Design move_validator_flat, sky130hd; sources not shown.
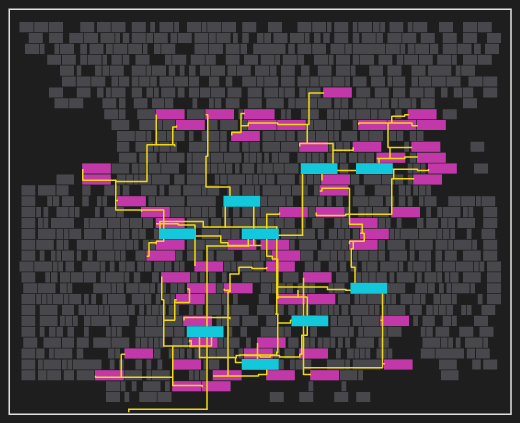
run_1/clk_routes.png
(4 px per um)
[yellow] clock wires | length: 945 um
[cyan] clock drivers | count: 9
[magenta] flip-flops | count: 61
routed clock nets: 10
clk ins delay skew pair: 0.33 ns
Clk pwr share: 28.8%
clock-net power: 0.425 mW

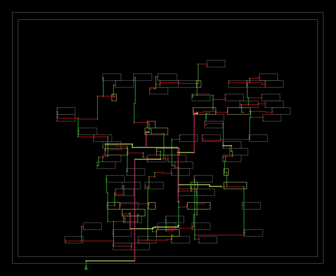
run_1/clocks.png
CTS buffer count: 9
clk sinks: 61
clkbuf count: 10

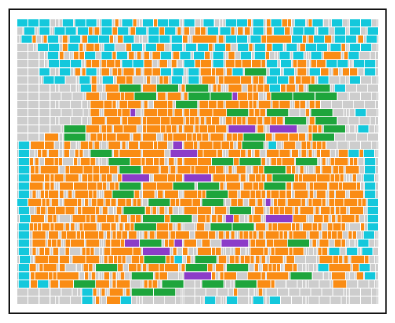
run_1/placement_by_type.png
(3 px per um) Fill, decap, tap and diode cells in gray.
| color | class | cells |
|---|---|---|
| orange | combinational and other logic | 746 |
| purple | clock drivers and dummy loads | 16 |
| cyan | remaining buffers and delay cells | 178 |
| green | sequential cells | 61 |
Final Util: 73.3%
row count: 35
Finished Cell Area: 8410 sq um
flop share of the area: 14.5%

==> results_slide.txt, run 1 <==
Run Summary

Status
  – Outcome: finished clean

Clock network
  – # hold bufs at CTS: 0

Drt
  – Initial DRC count: 529
  – DRT antenna net count: 0
  – Drc violations: 0
  – Via/cell ratio: 5.67
  – Drt pass-1 iters: 6

Synth
  – Compound Share, Synth: 20.7%
  – Yosys cell count: 842
  – Ys flop type: dfxtp_1
  – Synth Instances: 842
  – Async SR Flop Fraction: 0%
  – Warnings, synthesis: 0
  – Synth area leader: ha_1
  – XOR Share, Synth: 4.70%

Setup path
  – Worst Setup End Kind: register
  – WP buf/inv: 1

Global route
  – Vias in the first global route: 6069

Pwr
  – Switching share of power: 35.5%

Run
  – Tool warnings: 30
  – Max-Cap Viols: 0
-- run 1: cell type report --
class,count,area (sq um)
clock inverter,6,38.8
multi-input combinational,630,4520
inverter,116,435
sequential,61,1220
fill,872,3060
tap,148,185
clock buffer,10,239
timing repair buffer,178,1780
-- run 1: per-stage QoR --
stage	power, mW	worst slack (ns)	std cells	hold slack, ns	utilization (%)
final	1.47	1.34	1149	0.309	73.3
after global routing	1.57	1.07	1149	0.323	73.3
after CTS	1.47	1.40	1149	0.304	73.3
after detailed placement	1.04	1.37	1133	0.296	70.9
after global placement	1.01	1.49	1133	0.287	70.9
after floorplan	0.836	2.07	842	0.278	-
-- run 1: per-layer routing --
layer,up-vias,GRT usage (%),wire [um]
met4,0,5.81,187
li1,3256,-,-
met3,26,5.41,1150
met5,-,0,0
met2,243,44.6,8360
met1,2989,36.2,8020
run_1/detail.png
Window x 50 to 75, y 38 to 63 um. Cells in gray, sequential cells in the stronger gray; small squares are vias.
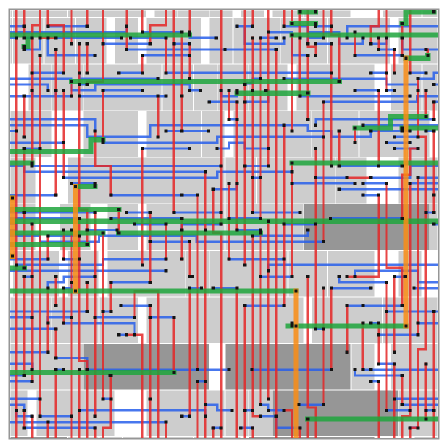

==> run 2, diff against run 1 <==
- CORE_UTILIZATION: 54 -> 50
- PLACE_DENSITY: 0.95 -> 0.91
- clock period: 6.9 -> 5.4 ns (I/O delays scaled with it)
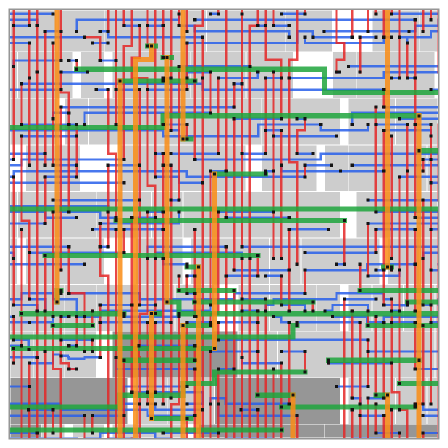
run_2/detail.png
Window x 52 to 77, y 40 to 65 um. Cells in gray, sequential cells in the stronger gray; small squares are vias.
| color | layer |
|---|---|
| orange | metal 4 |
| blue | metal 1 |
| green | metal 3 |
| red | metal 2 |
cells with their middle in the window: 59
sequential cells in the window: 3
most frequent: ha_1 (13), a21o_1 (5)

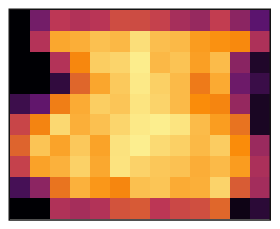
run_2/cell_density.png
(2 px per um) 13 x 10 tiles, from black (low) to pale yellow (high), 0 to 100% covered.
emptiest ninth of the die: top left
tiles over 75% full: 50%
nearly empty tiles: 6.2%
Final Util: 72.3%
FP Util: 51.7%
Core ar.: 12300 sq um

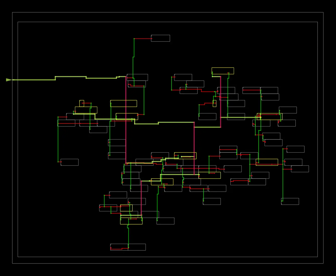
run_2/clocks.png
clkbuf count: 12
clk ins delay skew pair: 0.34 ns
flip-flops: 61
clock-net power: 0.559 mW

==> run 2 against run 1 <==
Global-route usage increased by 0.63 points. Sequential power increased by 28%. Critical endpoint unchanged. Die area increased by 7.7%. Non-clock buffer count increased by 17. Design area increased by 5.3%. First-iteration DRC count increased by 15%. Core utilization decreased by 1.0 points. Sequential cell count unchanged. Routed wire length increased by 11%. Critical path type unchanged. Worst setup slack got worse by 0.84 ns. Fmax increased by 13%. Final cell count increased by 3.3%.
==> results_slide.txt, run 2 <==
Run Summary

Status
  – Outcome: finished clean

Synth
  – Warnings, synthesis: 0 (unchanged)
  – Synth area leader: ha_1
  – XOR Share, Synth: 4.70% (unchanged)
  – Synth Instances: 842 (unchanged)
  – Async SR Flop Fraction: 0% (unchanged)

Cells and area
  – Filler cells: 919 (+5.4%)
  – Finished Cell Area: 8860 sq um (+5.3%)
  – Comb_multi_in: 630 (unchanged)
  – Non-CTS buffers: 195 (+9.6%)
  – Clock Network Area Fraction: 3.18% (-0.12 points)
  – Flop share of the area: 13.9% (-0.68 points)
  – Combinational share of cell area: 54.0% (+0.33 points)
  – Dominant class by area: combinational gates
  – NonClk Buf Share: 21.6% (+0.49 points)
  – Register Area: 1230 sq um (+0.41%)

Drt
  – Initial DRC count: 610 (+15%)
  – Via/cell ratio: 5.63 (-0.72%)
  – Drc violations: 0 (unchanged)
  – Met3 WL: 1010 um (-12%)
  – M1 WL: 8240 um (+2.7%)
  – Drt pass-1 iters: 5 (-1)
  – Top sig layer: met4

Global route
  – Busiest grt layer: met2
  – Met3 usage in global routing: 4.81% (-0.60 points)
  – Met1 layer usage reported by global route: 35.5% (-0.75 points)

Clock network
  – CTS buffer count: 9 (unchanged)
  – Clk sinks: 61 (unchanged)
  – # hold bufs at CTS: 0 (unchanged)

Floorplan
  – # Taps: 171 (+16%)
  – Row count: 36 (+2.9%)

Pwr
  – Clk pwr share: 27.9% (-0.9 points)

Setup path
  – WP buf/inv: 1 (unchanged)
==> run 2: cells by family after synthesis <==
| family | Yosys count |
|---|---|
| simple gates | 258 |
| compound gates | 205 |
| flops | 61 |
| mux | 23 |
| buf+inv | 151 |
| xor+xnor | 34 |
| fa+ha+maj | 110 |
==> run 2: per-stage QoR <==
stage	worst slack, ns	cells	utilization (%)	hold WS (ns)	total power, mW
finish	0.499	1187	72.3	0.298	2.00
global route	0.358	1187	72.3	0.327	2.14
CTS	0.515	1176	69.7	0.302	1.90
detailed placement	0.122	1160	66.9	0.296	1.33
global placement	0.283	1160	66.9	0.287	1.30
floorplan	0.662	842	-	0.278	1.07
==> run 2: worst min-delay path: cells and delay by family (launching register included) <==
family / cells / cell delay (ns)
flops: 1 / 0.30
simple gates: 1 / 0.05
compound gates: 1 / 0.05
Power and IR drop assume default switching activity.
